===== src/rtl/rob_alloc_if.sv =====
// Rename/commit-facing bundle for the paired-slot ROB pointer controller.
// The perf counter signals exist only when ROB_ALLOC_PERF_EN is defined.
interface rob_alloc_if #(
    parameter int unsigned ROB_SIZE = 32
);
    localparam int unsigned RW = $clog2(ROB_SIZE / 2);

    logic          push_en;
    logic          push_valid0;
    logic          push_valid1;
    logic [1:0]    commit_n;
    logic          flush;
    logic          rob_full;
    logic          rob_empty;
    logic [RW-1:0] rob_tail;
    logic          head_valid0;
    logic [RW:0]   head_num0;
    logic          head_valid1;
    logic [RW:0]   head_num1;
    logic [RW:0]   rows_used;
    logic          err;
`ifdef ROB_ALLOC_PERF_EN
    logic [31:0]   perf_full_stall;
    logic [31:0]   perf_commit_total;

    modport master (
        output push_en, push_valid0, push_valid1, commit_n, flush,
        input  rob_full, rob_empty, rob_tail, head_valid0, head_num0,
               head_valid1, head_num1, rows_used, err,
               perf_full_stall, perf_commit_total
    );
    modport slave (
        input  push_en, push_valid0, push_valid1, commit_n, flush,
        output rob_full, rob_empty, rob_tail, head_valid0, head_num0,
               head_valid1, head_num1, rows_used, err,
               perf_full_stall, perf_commit_total
    );
`else
    modport master (
        output push_en, push_valid0, push_valid1, commit_n, flush,
        input  rob_full, rob_empty, rob_tail, head_valid0, head_num0,
               head_valid1, head_num1, rows_used, err
    );
    modport slave (
        input  push_en, push_valid0, push_valid1, commit_n, flush,
        output rob_full, rob_empty, rob_tail, head_valid0, head_num0,
               head_valid1, head_num1, rows_used, err
    );
`endif
endinterface


===== src/rtl/rob_alloc_ctrl.sv =====
// Head/tail pointer and occupancy controller for a two-slot-per-row reorder buffer.
// Optional perf counters under ROB_ALLOC_PERF_EN.
module rob_alloc_ctrl #(
    parameter int unsigned ROB_SIZE = 32
) (
    input  logic       clk,
    input  logic       resetn,
    rob_alloc_if.slave rob
);
    localparam int unsigned ROWS = ROB_SIZE / 2;
    localparam int unsigned RW   = $clog2(ROWS);
    localparam int unsigned CW   = RW + 1;

    logic [RW-1:0] tail_row_q, tail_row_d;
    logic [RW-1:0] head_row_q, head_row_d;
    logic          head_slot_q, head_slot_d;
    logic [CW-1:0] rows_used_q, rows_used_d;
    logic          err_q, err_d;
    logic [1:0]    vmask_q [ROWS];

    logic          full, empty, es, same_row, e_nxt, nxt_has1;
    logic          hv0, hv1, push_acc, commit_err;
    logic [RW-1:0] row_nxt;
    logic [1:0]    avail, n_eff, retired;

    // Head entry decode from the slot-valid mask of the head and following row
    always_comb begin
        full     = (rows_used_q == CW'(ROWS));
        empty    = (rows_used_q == '0);
        row_nxt  = head_row_q + RW'(1);
        es       = head_slot_q | ~vmask_q[head_row_q][0];
        same_row = ~empty & ~es & vmask_q[head_row_q][1];
        e_nxt    = ~vmask_q[row_nxt][0];
        nxt_has1 = vmask_q[row_nxt][1];
        hv0      = ~empty;
        hv1      = same_row | (rows_used_q >= CW'(2));
    end

    assign rob.rob_full    = full;
    assign rob.rob_empty   = empty;
    assign rob.rob_tail    = tail_row_q;
    assign rob.head_valid0 = hv0;
    assign rob.head_num0   = hv0 ? {es, head_row_q} : '0;
    assign rob.head_valid1 = hv1;
    assign rob.head_num1   = same_row ? {1'b1, head_row_q} :
                             hv1      ? {e_nxt, row_nxt}    : '0;
    assign rob.rows_used   = rows_used_q;
    assign rob.err         = err_q;

    // Next-state: push at tail, clamped commit at head, flush overrides both
    always_comb begin
        tail_row_d  = tail_row_q;
        head_row_d  = head_row_q;
        head_slot_d = head_slot_q;
        rows_used_d = rows_used_q;
        err_d       = err_q;
        retired     = 2'd0;
        avail       = {1'b0, hv0} + {1'b0, hv1};
        commit_err  = (rob.commit_n > avail);
        n_eff       = commit_err ? avail : rob.commit_n;
        push_acc    = rob.push_en & ~full & (rob.push_valid0 | rob.push_valid1) & ~rob.flush;

        case (n_eff)
            2'd1: begin
                if (same_row) begin
                    head_slot_d = 1'b1;
                end else begin
                    head_row_d  = row_nxt;
                    head_slot_d = 1'b0;
                    retired     = 2'd1;
                end
            end
            2'd2: begin
                if (same_row) begin
                    head_row_d  = row_nxt;
                    head_slot_d = 1'b0;
                    retired     = 2'd1;
                end else if (~e_nxt & nxt_has1) begin
                    head_row_d  = row_nxt;
                    head_slot_d = 1'b1;
                    retired     = 2'd1;
                end else begin
                    head_row_d  = row_nxt + RW'(1);
                    head_slot_d = 1'b0;
                    retired     = 2'd2;
                end
            end
            default: ;
        endcase

        if (push_acc) begin
            tail_row_d = tail_row_q + RW'(1);
        end
        rows_used_d = rows_used_q + CW'(push_acc) - CW'(retired);

        if (rob.flush) begin
            tail_row_d  = '0;
            head_row_d  = '0;
            head_slot_d = 1'b0;
            rows_used_d = '0;
        end else begin
            err_d = err_q | (rob.push_en & full) | commit_err;
        end
    end

    always_ff @(posedge clk or negedge resetn) begin
        if (!resetn) begin
            tail_row_q  <= '0;
            head_row_q  <= '0;
            head_slot_q <= 1'b0;
            rows_used_q <= '0;
            err_q       <= 1'b0;
            for (int i = 0; i < ROWS; i++) begin
                vmask_q[i] <= 2'b00;
            end
        end else begin
            tail_row_q  <= tail_row_d;
            head_row_q  <= head_row_d;
            head_slot_q <= head_slot_d;
            rows_used_q <= rows_used_d;
            err_q       <= err_d;
            if (push_acc) begin
                vmask_q[tail_row_q] <= {rob.push_valid1, rob.push_valid0};
            end
        end
    end

`ifdef ROB_ALLOC_PERF_EN
    logic [31:0] perf_full_stall_q, perf_commit_total_q;
    logic [32:0] commit_sum;

    assign commit_sum            = {1'b0, perf_commit_total_q} + 33'(n_eff);
    assign rob.perf_full_stall   = perf_full_stall_q;
    assign rob.perf_commit_total = perf_commit_total_q;

    // Saturating counters; flush does not clear them
    always_ff @(posedge clk or negedge resetn) begin
        if (!resetn) begin
            perf_full_stall_q   <= '0;
            perf_commit_total_q <= '0;
        end else begin
            if (rob.push_en && full && (perf_full_stall_q != 32'hFFFF_FFFF)) begin
                perf_full_stall_q <= perf_full_stall_q + 32'd1;
            end
            if (!rob.flush) begin
                perf_commit_total_q <= commit_sum[32] ? 32'hFFFF_FFFF : commit_sum[31:0];
            end
        end
    end
`else
`endif
endmodule


===== src/flat_wrapper.sv =====
// flat-port wrapper written by rule: the top's interface ports become plain ports
module rob_alloc_ctrl_flat 
#(
    parameter int unsigned ROB_SIZE = 32
)
  (clk, resetn, rob_push_en, rob_push_valid0, rob_push_valid1, rob_commit_n, rob_flush, rob_rob_full, rob_rob_empty, rob_rob_tail, rob_head_valid0, rob_head_num0, rob_head_valid1, rob_head_num1, rob_rows_used, rob_err);
  rob_alloc_if #(.ROB_SIZE(ROB_SIZE)) rob_i ();
  input  logic clk;
  input  logic resetn;
  input wire logic [$bits(rob_i.push_en)-1:0] rob_push_en;
  input wire logic [$bits(rob_i.push_valid0)-1:0] rob_push_valid0;
  input wire logic [$bits(rob_i.push_valid1)-1:0] rob_push_valid1;
  input wire logic [$bits(rob_i.commit_n)-1:0] rob_commit_n;
  input wire logic [$bits(rob_i.flush)-1:0] rob_flush;
  output wire logic [$bits(rob_i.rob_full)-1:0] rob_rob_full;
  output wire logic [$bits(rob_i.rob_empty)-1:0] rob_rob_empty;
  output wire logic [$bits(rob_i.rob_tail)-1:0] rob_rob_tail;
  output wire logic [$bits(rob_i.head_valid0)-1:0] rob_head_valid0;
  output wire logic [$bits(rob_i.head_num0)-1:0] rob_head_num0;
  output wire logic [$bits(rob_i.head_valid1)-1:0] rob_head_valid1;
  output wire logic [$bits(rob_i.head_num1)-1:0] rob_head_num1;
  output wire logic [$bits(rob_i.rows_used)-1:0] rob_rows_used;
  output wire logic [$bits(rob_i.err)-1:0] rob_err;
  assign rob_i.push_en = rob_push_en;
  assign rob_i.push_valid0 = rob_push_valid0;
  assign rob_i.push_valid1 = rob_push_valid1;
  assign rob_i.commit_n = rob_commit_n;
  assign rob_i.flush = rob_flush;
  assign rob_rob_full = rob_i.rob_full;
  assign rob_rob_empty = rob_i.rob_empty;
  assign rob_rob_tail = rob_i.rob_tail;
  assign rob_head_valid0 = rob_i.head_valid0;
  assign rob_head_num0 = rob_i.head_num0;
  assign rob_head_valid1 = rob_i.head_valid1;
  assign rob_head_num1 = rob_i.head_num1;
  assign rob_rows_used = rob_i.rows_used;
  assign rob_err = rob_i.err;
  rob_alloc_ctrl #(.ROB_SIZE(ROB_SIZE)) u_core (.clk(clk), .resetn(resetn), .rob(rob_i));
endmodule

===== config.mk =====
export PLATFORM = sky130hd
export DESIGN_NAME = rob_alloc_ctrl_flat
export DESIGN_NICKNAME = d
export VERILOG_FILES = /design/src/rtl/rob_alloc_if.sv /design/src/rtl/rob_alloc_ctrl.sv /design/src/flat_wrapper.sv
export SDC_FILE = /design/constraint.sdc
export NUM_CORES = 1
export LEC_CHECK = 0
export CAP_MARGIN = 5
export CORE_ASPECT_RATIO = 1.2
export CORE_MARGIN = 1
export CORE_UTILIZATION = 40
export CTS_CLUSTER_SIZE = 24
export DETAILED_ROUTE_END_ITERATION = 16
export HOLD_SLACK_MARGIN = 0.12
export PLACE_DENSITY = 0.7
export SLEW_MARGIN = 20
export SYNTH_ARGS = -nofsm -noshare
export SYNTH_HDL_FRONTEND = slang
export SYNTH_SLANG_ARGS = --single-unit
export TNS_END_PERCENT = 30

===== constraint.sdc =====
create_clock -name clk -period 5.75 [get_ports clk]
set_input_delay 1.15 -clock clk [delete_from_list [all_inputs] [get_ports clk]]
set_output_delay 1.15 -clock clk [all_outputs]
set_load 0.01 [all_outputs]

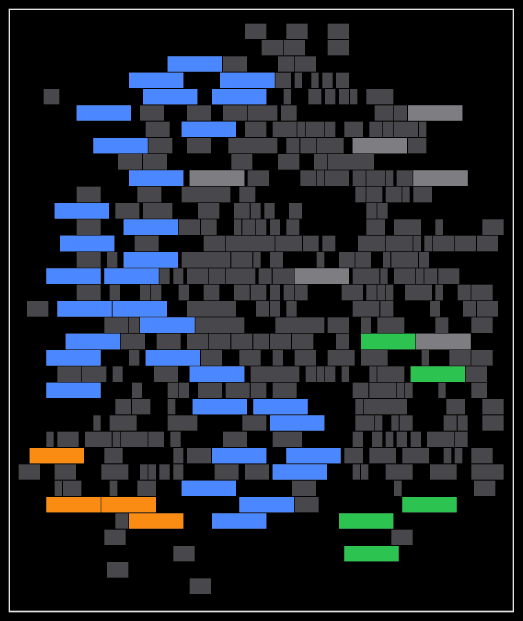
(run_1/registers.png)
(6 px per um)
legend:
  u_core.vmask_q:
    colour: blue
    placed_flops: 32
  u_core.rob.rob_tail:
    colour: orange
    placed_flops: 4
    where: south-west
  u_core.rob.rows_used:
    colour: green
    placed_flops: 5
    where: south-east

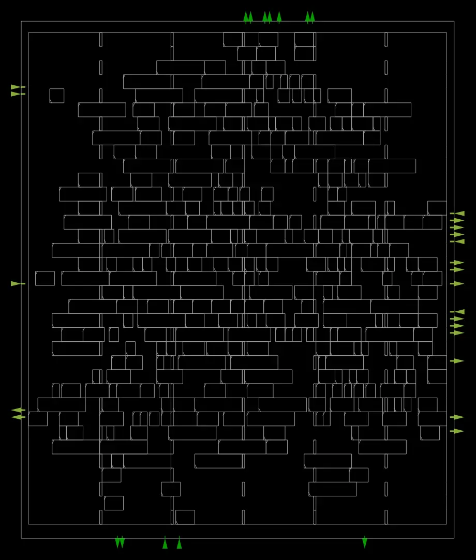
(run_1/final_placement.png)
final instance count without filler cells: 420
register share of the cell area: 32.0%

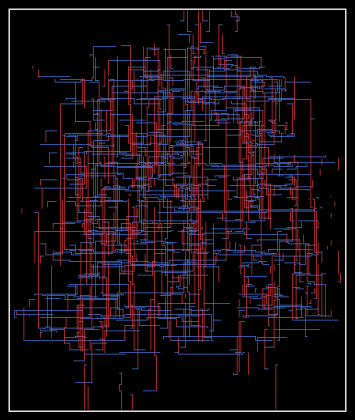
(run_1/metal_stack.png)
(4 px per um) Only two layers are drawn.
legend:
  met1:
    colour: blue
    wire_length: 3060 um
  met2:
    colour: red
    wire_length: 3570 um

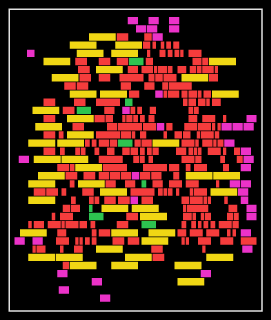
(run_1/cell_classes.png)
(3 px per um)
legend:
  flip-flops:
    colour: yellow
    cells: 47
    share_of_their_area: 33%
  clock drivers and dummy loads:
    colour: green
    cells: 8
    share_of_their_area: 2.4%
  all other logic:
    colour: red
    cells: 236
    share_of_their_area: 55%
  other buffers and delay cells:
    colour: magenta
    cells: 37
    share_of_their_area: 9.9%

==> results_tabular.tex, run 1 <==
% Generated from flow reports
\begin{tabular}{lr}
\hline
Metric & Value \\
\hline
\multicolumn{2}{l}{\textbf{Routing}} \\
\quad Met3 wire length & 251 um \\
\quad Sum of routed wire length over all layers & 7040 um \\
\quad Routed wire per std cell & 16.8 um \\
\quad First-iteration detailed-routing DRC count & 91 \\
\quad Antenna Violating Nets Remaining & 0 \\
\quad Top layer used by detailed routing & met4 \\
\quad Per-cell via count in the routed design & 5.60 \\
\quad Via total after detailed routing & 2350 \\
\quad Detailed-route DRC error count & 0 \\
\quad Metal1 wirelength & 3060 um \\
\quad Detailed-router iteration count before antenna repair & 4 \\
\multicolumn{2}{l}{\textbf{GRT}} \\
\quad Number of antenna violations at the first check in global routing & 0 \\
\quad Total Routing Usage GR & 17.6\% \\
\quad Global routing met3 resource utilization & 2.88\% \\
\quad Aggregate global routing overflow & 0 \\
\quad GRT met1 Usage & 21.5\% \\
\quad Via count of the first global-routing pass & 2377 \\
\multicolumn{2}{l}{\textbf{Final timing}} \\
\quad Final Critical Period & 5.21 ns \\
\quad Headroom to the max-slew limit & 40.3\% \\
\quad Hold violation total from the final report & 0 \\
\quad Fmax & 192 MHz \\
\quad Worst setup skew after layout & 0.00788 ns \\
\quad Number of pins exceeding their max-slew limit in the final report & 0 \\
\quad Slack of the critical path & 0.542 ns \\
\quad Number of endpoints failing setup at the final stage & 0 \\
\quad RSZ-0062 raised after global routing & false \\
\quad Period utilization & 90.6\% \\
\quad Worst slew pin tran & 0.893 ns \\
\multicolumn{2}{l}{\textbf{CTS}} \\
\quad Clk latency late pin & 0.31 ns \\
\quad Max clock buf depth & 2 \\
\quad CTS H-Tree Depth & 2 \\
\quad Num CTS Buffers & 5 \\
\quad Hold-fix buffer count after cts & 0 \\
\quad TritonCTS clock tree & done \\
\quad Clk slew on worst S/H paths & 0.09 ns \\
\quad Clock Root Buffer & clkbuf\_8 \\
\multicolumn{2}{l}{\textbf{Logic synthesis}} \\
\quad Synth cell types & 46 \\
\quad Post-synthesis chip area from yosys & 3210 um2 \\
\quad Fraction of post-synthesis cell area in the top cell type by area & 36.6\% \\
\quad EDFF count, synth & 0 \\
\quad Flip-flop and latch count after synthesis & 47 \\
\quad Number of cell instances after yosys synthesis & 300 \\
\quad Post-Syn Area per Cell & 10.7 um2 \\
\quad Synth async-reset ratio & 100\% \\
\quad Mapped Nets & 331 \\
\quad Dominant synthesized flop cell & dfrtp\_1 \\
\multicolumn{2}{l}{\textbf{Critical path}} \\
\quad Critical path required time & 5.90 ns \\
\quad Critical path peak fanout & 15 \\
\quad Classification of the worst setup path & reg2reg \\
\quad Startpoint kind of the worst setup timing path & register \\
\quad Crit path capture type & register \\
\multicolumn{2}{l}{\textbf{Layout}} \\
\quad Area growth from synthesis to final layout & 14.4\% \\
\quad N\_diodes & 0 \\
\quad Post-layout instance area & 3670 um2 \\
\quad Number of fill cells in the layout & 722 \\
\multicolumn{2}{l}{\textbf{Floorplan}} \\
\quad FP Core Util & 41.6\% \\
\quad Height of the die & 100 um \\
\quad Placeable core region & 7710 um2 \\
\quad Floorplan die area & 8390 um2 \\
\multicolumn{2}{l}{\textbf{Pwr}} \\
\quad Reg power frac & 27.7\% \\
\quad Internal power & 932 uW \\
\quad Proportion of power drawn by the clock network & 12.6\% \\
\quad P\_sw & 663 uW \\
\quad Power Density & 434 nW/um2 \\
\quad Switching share of total power & 41.6\% \\
\multicolumn{2}{l}{\textbf{Placed design}} \\
\quad Buffers added on ports & 31 \\
\quad GPL Wtd Cong & 0.839 \\
\quad Post-DP Area & 3580 um2 \\
\quad DP HPWL & 5240 um \\
\multicolumn{2}{l}{\textbf{Min path}} \\
\quad Worst hold path type & reg2reg \\
\multicolumn{2}{l}{\textbf{Outcome}} \\
\quad Outcome & complete, no violations \\
\hline
\end{tabular}
run 1: Yosys cell counts (2+ instances only):
cell	number
nand2_1	9
a211oi_1	2
mux2_2	34
buf_6	3
a22oi_1	4
nor2b_1	10
nor3_1	2
mux2i_1	22
nor3b_1	2
nand2b_1	5
dfrtp_1	47
or3b_1	2
nor2_1	17
or2_2	2
a21o_1	3
nand3_1	24
o31ai_1	2
o21ai_0	9
xnor2_1	2
nand3b_1	2
inv_1	18
a21oi_1	9
clkbuf_1	8
nand4_1	2
ha_1	22
mux4_2	8
xor2_1	5
and3_1	3
buf_1	3
buf_2	3
run 1: final cells by class:
cell class	count	area, um2	share of cell area [%]
timing repair buffer	37	353	9.61
multi-input combinational	218	1880	51.1
clock inverter	2	12.5	0.341
inverter	18	67.6	1.84
sequential	47	1180	32.0
clock buffer	6	72.6	1.98
tap	92	115	3.13
run 1: cells by family after synthesis:
group | synth area share, %
and+or+nand+nor | 14.3
muxes | 24.8
DFF | 36.6
AOI/OAI and AO/OA | 8.30
buffers and inverters | 4.91
adders and majority gates | 9.20
xor gates and xnor gates | 1.91
run 1: worst max-delay path, stage by stage, from the launching register on:
cell and delay, ns:
dfrtp_1 0.80, buf_4 0.30, mux2i_1 0.23, nand3_1 0.10
nand3_1 0.13, a22oi_2 0.09, nand2b_1 0.17, ha_1 0.23
inv_1 0.06, ha_1 0.22, nor2b_1 0.13, o21ai_0 0.27
mux2i_1 0.29, ha_1 0.28, or3b_1 0.51, ha_1 0.35
inv_1 0.06, fa_1 0.44, inv_1 0.07, a21oi_1 0.05
nor2_1 0.10, or3_1 0.11, a21oi_1 0.06
run 1: flip-flops by register name (all words and copies together) (netlist names):
name	count
u_core.rob.rob_tail	4
u_core.rob.rows_used	5
u_core.vmask_q	32
u_core.rob.err	1
u_core.head_row_q	4
u_core.head_slot_q	1
run 1: power by group through the flow:
stage	clock network [mW]	registers, mW	logic, mW
CTS	0.209	0.441	0.961
detailed placement	0	0.448	0.957
global route	0.220	0.449	1.07
floorplan	0	0.423	0.696
finish	0.202	0.441	0.951
global placement	0	0.444	0.935
run 1: cells in the final DEF (no fill, tap or decap), types with 3 or more instances in the layout:
cell,instances
mux2i_1,22
buf_4,7
xor2_1,5
a21o_1,3
a22oi_1,4
and3_1,3
nand2_1,9
inv_1,18
nor2b_1,10
dfrtp_1,47
mux4_2,8
nand2b_1,5
nor2_1,17
nand3_1,24
a21oi_1,9
o21ai_0,9
clkbuf_8,5
ha_1,22
mux2_2,34
clkdlybuf4s50_1,30
run 1: per-stage QoR:
step	hold WS [ns]	std cells
final	0.472	420
after detailed placement	0.456	412
after global routing	0.494	420
after floorplan	0.496	300
after CTS	0.477	420
after global placement	0.452	412
run 1: final timing paths:
path	from	end	cells after the start	slack (ns)
setup / recovery	u_core.head_row_q[0]	u_core.rob.rows_used[4]	22	0.54
hold / removal	u_core.rob.err	u_core.rob.err	1	0.47
setup reg to reg	u_core.head_row_q[0]	u_core.rob.rows_used[4]	22	0.54
hold reg to reg	u_core.rob.err	u_core.rob.err	1	0.47
max in group asynchronous	resetn	u_core.vmask_q[21]	1	4.48
min in group asynchronous	resetn	u_core.head_row_q[0]	1	0.86
==> run 2: changes to the inputs <==
- CTS_BUF_LIST: default -> sky130_fd_sc_hd__clkbuf_8
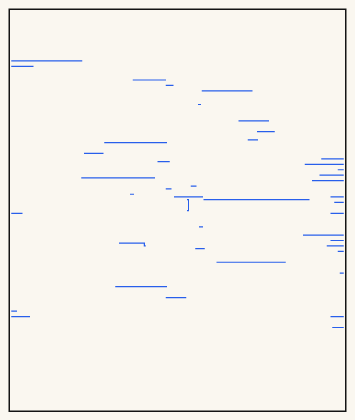
(run_2/met3.png)
(4 px per um)
wire length on this layer: 253 um
nets with wire on the layer: 35

==> results_tabular.tex, run 2 <==
% Generated from flow reports
\begin{tabular}{lr}
\hline
Metric & Value \\
\hline
\multicolumn{2}{l}{\textbf{Critical path}} \\
\quad Reg-to-reg setup timing slack & 0.54 ns (about the same) \\
\quad FF-to-FF Start & u\_core.head\_row\_q[0] \\
\quad Classification of the worst setup path & reg2reg \\
\quad Capturing instance or port of the critical path & u\_core.rob.rows\_used[4] \\
\quad Crit. Startpoint & u\_core.head\_row\_q[0] \\
\quad Crit path capture type & register \\
\quad Critical path required time & 5.90 ns (about the same) \\
\quad Worst Reg2Reg Path Length in Cells & 22 (unchanged) \\
\quad Critical path peak fanout & 15 (unchanged) \\
\multicolumn{2}{l}{\textbf{CTS}} \\
\quad Hold-fix buffer count after cts & 0 (unchanged) \\
\quad CTS H-Tree Depth & 2 (unchanged) \\
\quad Clk slew on worst S/H paths & 0.09 ns (about the same) \\
\quad Num CTS Buffers & 5 (unchanged) \\
\quad Clock Root Buffer & clkbuf\_8 \\
\quad TritonCTS clock tree & done \\
\quad Max clock buf depth & 2 (unchanged) \\
\quad Clk latency late pin & 0.31 ns (about the same) \\
\multicolumn{2}{l}{\textbf{Routing}} \\
\quad Detailed-route DRC error count & 0 (unchanged) \\
\quad First-iteration detailed-routing DRC count & 89 (-2.2\%) \\
\quad Sum of routed wire length over all layers & 7030 um (-0.14\%) \\
\quad Antenna Violating Nets Remaining & 0 (unchanged) \\
\quad Routed wire per std cell & 16.7 um (-0.14\%) \\
\quad Detailed-router iteration count before antenna repair & 4 (unchanged) \\
\quad Via total after detailed routing & 2352 (+0.085\%) \\
\multicolumn{2}{l}{\textbf{Placed design}} \\
\quad Buffers added on ports & 31 (unchanged) \\
\quad GPL Wtd Cong & 0.839 (unchanged) \\
\quad DP HPWL & 5240 um (unchanged) \\
\multicolumn{2}{l}{\textbf{Logic synthesis}} \\
\quad Synth cell types & 46 (unchanged) \\
\quad Ranking of synthesized cells by instance count & dfrtp\_1, mux2\_2, nand3\_1, ha\_1, mux2i\_1 \\
\quad Synth async-reset ratio & 100\% (unchanged) \\
\quad Post-Syn Area per Cell & 10.7 um2 (unchanged) \\
\quad Fraction of post-synthesis cell area in the top cell type by area & 36.6\% (unchanged) \\
\quad Dominant synthesized flop cell & dfrtp\_1 \\
\quad EDFF count, synth & 0 (unchanged) \\
\quad Dominant cell by count in the synthesized netlist & dfrtp\_1 \\
\quad Mapped Nets & 331 (unchanged) \\
\quad Post-synthesis chip area from yosys & 3210 um2 (unchanged) \\
\quad Number of cell instances after yosys synthesis & 300 (unchanged) \\
\multicolumn{2}{l}{\textbf{Layout}} \\
\quad N\_diodes & 0 (unchanged) \\
\quad Area growth from synthesis to final layout & 14.4\% (unchanged) \\
\quad Most common library cell in the layout ignoring fill and taps & dfrtp\_1 \\
\quad Max reg flops & 32 (unchanged) \\
\quad Most used cells in the layout excluding fill and tap cells & dfrtp\_1, mux2\_2, clkdlybuf4s50\_1, nand3\_1 \\
\quad Register with the highest flop count & u\_core.vmask\_q \\
\multicolumn{2}{l}{\textbf{Final timing}} \\
\quad Hold violation total from the final report & 0 (unchanged) \\
\quad Number of endpoints failing setup at the final stage & 0 (unchanged) \\
\quad Worst setup skew after layout & 0.00736 ns (-0.000519 ns) \\
\quad RSZ-0062 raised after global routing & false \\
\quad Fmax & 192 MHz (about the same) \\
\quad Period utilization & 90.6\% (about the same) \\
\quad Headroom to the max-slew limit & 40.2\% (-0.13 points) \\
\quad Final Critical Period & 5.21 ns (-0.000228 ns) \\
\quad Slack of the critical path & 0.542 ns (+0.000228 ns) \\
\multicolumn{2}{l}{\textbf{Pwr}} \\
\quad Reg power frac & 27.7\% (about the same) \\
\quad Proportion of power drawn by the clock network & 12.6\% (about the same) \\
\quad Combinational share of power & 59.7\% \\
\quad Power Density & 434 nW/um2 (-0.10\%) \\
\quad Switching share of total power & 41.6\% (+0.049 points) \\
\quad Internal power & 930 uW (-0.19\%) \\
\quad P\_sw & 663 uW (about the same) \\
\multicolumn{2}{l}{\textbf{Min path}} \\
\quad Worst hold path type & reg2reg \\
\multicolumn{2}{l}{\textbf{Floorplan}} \\
\quad FP Core Util & 41.6\% (unchanged) \\
\quad Number of core rows & 35 \\
\quad Floorplan die area & 8390 um2 (unchanged) \\
\quad Height of the die & 100 um (unchanged) \\
\multicolumn{2}{l}{\textbf{GRT}} \\
\quad Via count of the first global-routing pass & 2377 (unchanged) \\
\quad Number of antenna violations at the first check in global routing & 0 (unchanged) \\
\multicolumn{2}{l}{\textbf{Outcome}} \\
\quad Outcome & complete, no violations \\
\hline
\end{tabular}
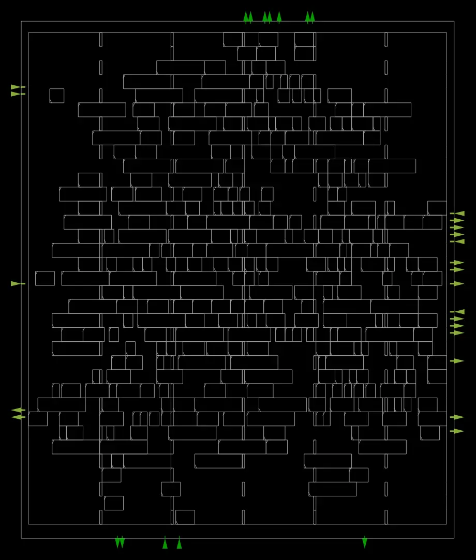
(run_2/final_placement.png)
num tapcells: 92
number of fill cells in the layout: 722

==> run 2: area by class of cell <==
type	instances	area, um2	share of cell area, %
multi-input combinational	218	1880	51.1
sequential	47	1180	32.0
timing repair buffer	37	353	9.61
tap	92	115	3.13
clock buffer	5	68.8	1.87
inverter	18	67.6	1.84
clock inverter	3	16.3	0.443
==> run 2: kinds of logic (layout without fill, tap and decap cells) <==
kind of cell,after synthesis,count (layout),share of synthesized area (%)
DFF,47,47,36.6
adders and majority gates,23,23,9.20
AOI/OAI and AO/OA,38,38,8.30
xor gates and xnor gates,7,7,1.91
and+or+nand+nor,85,85,14.3
buffers and inverters,35,63,4.91
muxes,65,65,24.8
==> run 2: worst max-delay path, stage by stage (launching register included) <==
cell      delay (ns)
dfrtp_1         0.80
buf_4           0.30
mux2i_1         0.23
nand3_1         0.10
nand3_1         0.13
a22oi_2         0.09
nand2b_1        0.17
ha_1            0.23
inv_1           0.06
ha_1            0.22
nor2b_1         0.13
o21ai_0         0.27
mux2i_1         0.29
ha_1            0.28
or3b_1          0.51
ha_1            0.35
inv_1           0.06
fa_1            0.44
inv_1           0.07
a21oi_1         0.05
nor2_1          0.10
or3_1           0.11
a21oi_1         0.06
==> run 2: metrics by stage <==
step	util [%]	power [mW]	cells	hold WS, ns	area, um2
final	47.6	1.59	420	0.472	3670
after global routing	47.6	1.74	420	0.494	3670
after CTS	47.6	1.61	420	0.477	3670
after detailed placement	46.5	1.41	412	0.456	3580
after global placement	46.5	1.38	412	0.452	3580
after floorplan	-	1.12	300	0.496	3210
==> run 2: power groups by stage <==
stage                     clock (mW)  combinational, mW  sequential [mW]
after floorplan                    0              0.696            0.423
after global placement             0              0.935            0.444
after detailed placement           0              0.957            0.448
after CTS                      0.207              0.961            0.441
after global routing           0.218               1.07            0.449
final                          0.200              0.951            0.441
==> run 2: worst min-delay path by stage <==
stage	from	cells after the start	slack (ns)	endpoint
detailed placement	u_core.rob.err	1	0.46	u_core.rob.err
floorplan	u_core.vmask_q[14]	1	0.50	u_core.vmask_q[14]
finish	u_core.rob.err	1	0.47	u_core.rob.err
CTS	u_core.rob.err	1	0.48	u_core.rob.err
global route	u_core.rob.err	1	0.49	u_core.rob.err
global placement	u_core.rob.err	1	0.45	u_core.rob.err
==> run 2: layer usage <==
layer / wire length [um] / vias to the layer above / GRT usage [%]
met5: 0 / - / 0
met4: 157 / 0 / 6.78
met3: 252 / 13 / 2.88
met2: 3560 / 56 / 31.1
met1: 3060 / 1156 / 21.5
li1: - / 1127 / -
==> run 3: changes to the inputs <==
- ABC_CLOCK_PERIOD_IN_PS: default -> 5750
- TNS_END_PERCENT: 30 -> default
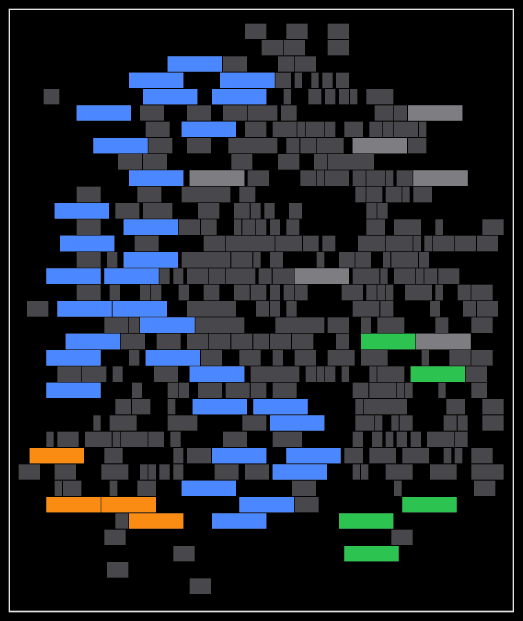
(run_3/registers.png)
(6 px per um)
legend:
  u_core.vmask_q:
    colour: blue
    placed_flops: 32
  u_core.rob.rob_tail:
    colour: orange
    placed_flops: 4
    where: south-west
  u_core.rob.rows_used:
    colour: green
    placed_flops: 5
    where: south-east

==> results_tabular.tex, run 3 <==
% Generated from flow reports
\begin{tabular}{lr}
\hline
Metric & Value \\
\hline
\multicolumn{2}{l}{\textbf{Outcome}} \\
\quad Outcome & complete, no violations \\
\multicolumn{2}{l}{\textbf{Layout}} \\
\quad Area growth from synthesis to final layout & 14.4\% (unchanged) \\
\quad Register with the highest flop count & u\_core.vmask\_q \\
\quad N\_diodes & 0 (unchanged) \\
\quad Post-layout instance area & 3670 um2 (unchanged) \\
\quad Most common library cell in the layout ignoring fill and taps & dfrtp\_1 \\
\quad Most used cells in the layout excluding fill and tap cells & dfrtp\_1, mux2\_2, clkdlybuf4s50\_1, nand3\_1 \\
\quad Max reg flops & 32 (unchanged) \\
\quad Fraction of final layout cells with drive strength greater than 1 & 18.9\% \\
\multicolumn{2}{l}{\textbf{Critical path}} \\
\quad Reg-to-reg setup timing slack & 0.54 ns (about the same) \\
\quad Startpoint kind of the worst setup timing path & register \\
\quad Classification of the worst setup path & reg2reg \\
\quad Crit path capture type & register \\
\quad Critical path peak fanout & 15 (unchanged) \\
\quad Critical path required time & 5.90 ns (about the same) \\
\quad Data arrival time of the critical path & 5.36 ns \\
\multicolumn{2}{l}{\textbf{Pwr}} \\
\quad Total power draw & 1.59 mW (unchanged) \\
\quad Power Density & 434 nW/um2 (unchanged) \\
\quad Peak ir drop on the vdd network & 264 uV \\
\multicolumn{2}{l}{\textbf{Final timing}} \\
\quad Fmax & 192 MHz (unchanged) \\
\quad Slack of the critical path & 0.542 ns (unchanged) \\
\quad Number of pins exceeding their max-slew limit in the final report & 0 \\
\quad RSZ-0062 raised after global routing & false \\
\quad Hold violation total from the final report & 0 (unchanged) \\
\quad Worst hold slack & 0.472 ns (unchanged) \\
\quad Number of endpoints failing setup at the final stage & 0 (unchanged) \\
\quad Headroom to the max-slew limit & 40.2\% (unchanged) \\
\quad Accumulated negative setup slack & 0 ns \\
\quad Period utilization & 90.6\% (unchanged) \\
\quad Worst setup skew after layout & 0.00736 ns (unchanged) \\
\quad Worst slew pin tran & 0.895 ns \\
\quad Final Critical Period & 5.21 ns (unchanged) \\
\multicolumn{2}{l}{\textbf{CTS}} \\
\quad Clk slew on worst S/H paths & 0.09 ns (about the same) \\
\quad CTS H-Tree Depth & 2 (unchanged) \\
\quad Clk latency late pin & 0.31 ns (about the same) \\
\quad Total of cells resized after clock tree synthesis & 0 \\
\quad Number of setup buffers added after CTS & 0 \\
\quad Hold-fix buffer count after cts & 0 (unchanged) \\
\quad Max clock buf depth & 2 (unchanged) \\
\quad Clock Root Buffer & clkbuf\_8 \\
\quad Num CTS Buffers & 5 (unchanged) \\
\quad TritonCTS clock tree & done \\
\multicolumn{2}{l}{\textbf{Routing}} \\
\quad Via total after detailed routing & 2352 (unchanged) \\
\quad Routed wire per std cell & 16.7 um (unchanged) \\
\quad Antenna Violating Nets Remaining & 0 (unchanged) \\
\quad Sum of routed wire length over all layers & 7030 um (unchanged) \\
\quad Detailed-route DRC error count & 0 (unchanged) \\
\quad First-iteration detailed-routing DRC count & 89 (unchanged) \\
\quad Per-cell via count in the routed design & 5.60 \\
\quad Detailed-router iteration count before antenna repair & 4 (unchanged) \\
\multicolumn{2}{l}{\textbf{GRT}} \\
\quad Global-route wire length before repair & 11600 um \\
\quad Number of antenna violations at the first check in global routing & 0 (unchanged) \\
\quad GRT busiest layer & met2 \\
\quad Via count of the first global-routing pass & 2377 (unchanged) \\
\quad Pin count of the biggest net entering global routing & 48 \\
\quad Global routing met3 resource utilization & 2.88\% (unchanged) \\
\quad GRT met1 Usage & 21.5\% (unchanged) \\
\quad Met2 layer usage reported by global route & 31.1\% (unchanged) \\
\multicolumn{2}{l}{\textbf{Logic synthesis}} \\
\quad Number of cell instances after yosys synthesis & 300 (unchanged) \\
\quad Post-synthesis chip area from yosys & 3210 um2 (unchanged) \\
\quad Synth cell types & 46 (unchanged) \\
\quad Dominant cell by count in the synthesized netlist & dfrtp\_1 \\
\quad Sequential element share of the synthesized area & 36.6\% \\
\quad Dominant synthesized flop cell & dfrtp\_1 \\
\quad Number of synthesis warnings & 0 \\
\quad Gate count of the mapped netlist & 300 \\
\quad EDFF count, synth & 0 (unchanged) \\
\quad Post-Syn Area per Cell & 10.7 um2 (unchanged) \\
\quad Ranking of synthesized cells by instance count & dfrtp\_1, mux2\_2, nand3\_1, ha\_1, mux2i\_1 \\
\quad Top cells by area, synth & dfrtp\_1, mux2\_2, ha\_1 \\
\quad Mapped Nets & 331 (unchanged) \\
\quad Fraction of post-synthesis cell area in the top cell type by area & 36.6\% (unchanged) \\
\quad Synth async-reset ratio & 100\% (unchanged) \\
\multicolumn{2}{l}{\textbf{Floorplan}} \\
\quad FP Core Util & 41.6\% (unchanged) \\
\quad Horizontal extent of the die & 83.8 um \\
\quad Floorplan die area & 8390 um2 (unchanged) \\
\quad Number of core rows & 35 (unchanged) \\
\quad Height of the die & 100 um (unchanged) \\
\quad Placeable core region & 7710 um2 \\
\multicolumn{2}{l}{\textbf{Placed design}} \\
\quad Buffers added on ports & 31 (unchanged) \\
\quad Post-DP Area & 3580 um2 (unchanged) \\
\quad GPL Wtd Cong & 0.839 (unchanged) \\
\quad Place WS & 0.553 ns \\
\quad DP HPWL & 5240 um (unchanged) \\
\multicolumn{2}{l}{\textbf{Min path}} \\
\quad Worst hold path type & reg2reg \\
\multicolumn{2}{l}{\textbf{Run}} \\
\quad MaxCap Viol Count & 0 \\
\quad OpenROAD warning count & 35 \\
\hline
\end{tabular}
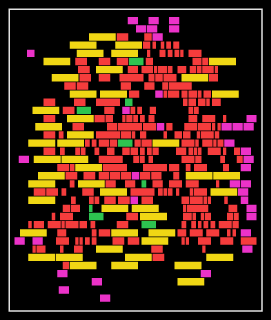
(run_3/cell_classes.png)
(3 px per um)
legend:
  clock drivers and dummy loads:
    colour: green
    cells: 8
    share_of_their_area: 2.4%
  other buffers and delay cells:
    colour: magenta
    cells: 37
    share_of_their_area: 9.9%
  flip-flops:
    colour: yellow
    cells: 47
    share_of_their_area: 33%
  all other logic:
    colour: red
    cells: 236
    share_of_their_area: 55%

-- run 3: logic make-up after synthesis --
logic type,share of synthesized area [%]
AND-OR/OR-AND,8.30
XOR/XNOR,1.91
adder cells (fa/ha/maj),9.20
buffers and inverters,4.91
flip-flops,36.6
multiplexers,24.8
AND/OR/NAND/NOR,14.3
-- run 3: final timing paths --
kind	start	to	cells past startpoint
worst max-delay path	u_core.head_row_q[0]	u_core.rob.rows_used[4]	22
worst min-delay path	u_core.rob.err	u_core.rob.err	1
worst max register to register	u_core.head_row_q[0]	u_core.rob.rows_used[4]	22
worst min register to register	u_core.rob.err	u_core.rob.err	1
max in group asynchronous	resetn	u_core.vmask_q[21]	1
min in group asynchronous	resetn	u_core.head_row_q[0]	1
-- run 3: stage by stage --
| step | utilization, % | std cells |
|---|---|---|
| 2_1_floorplan | - | 300 |
| 3_3_place_gp | 46.5 | 412 |
| 3_5_place_dp | 46.5 | 412 |
| 4_1_cts | 47.6 | 420 |
| 5_1_grt | 47.6 | 420 |
| 6_report | 47.6 | 420 |
-- run 3: final cells by class --
class                           instances  area (um2)
Inverter                               18        67.6
Clock buffer                            5        68.8
Fill cell                             722        4040
Clock inverter                          3        16.3
Tap cell                               92         115
Timing Repair Buffer                   37         353
Multi-Input combinational cell        218        1880
Sequential cell                        47        1180
-- run 3: power by group --
part / total, mW / switching, mW / internal [mW]
Combinational: 0.951 / 0.485 / 0.467
Sequential: 0.441 / 0.0618 / 0.380
Clock: 0.200 / 0.116 / 0.0835
Total: 1.59 / 0.663 / 0.930
-- run 3: metal layers --
layer / vias to the layer above / wire length (um) / part of all wire (%)
li1: 1127 / - / -
met1: 1156 / 3060 / 44
met2: 56 / 3560 / 51
met3: 13 / 252 / 3.6
met4: 0 / 157 / 2.2
met5: - / 0 / 0
-- run 3: worst max-delay path: stages, from the launching register on --
cell and delay [ns]:
dfrtp_1 0.80, buf_4 0.30, mux2i_1 0.23, nand3_1 0.10, nand3_1 0.13, a22oi_2 0.09, nand2b_1 0.17, ha_1 0.23
inv_1 0.06, ha_1 0.22, nor2b_1 0.13, o21ai_0 0.27, mux2i_1 0.29, ha_1 0.28, or3b_1 0.51, ha_1 0.35
inv_1 0.06, fa_1 0.44, inv_1 0.07, a21oi_1 0.05, nor2_1 0.10, or3_1 0.11, a21oi_1 0.06
Power is estimated from default activity; no workload was simulated.
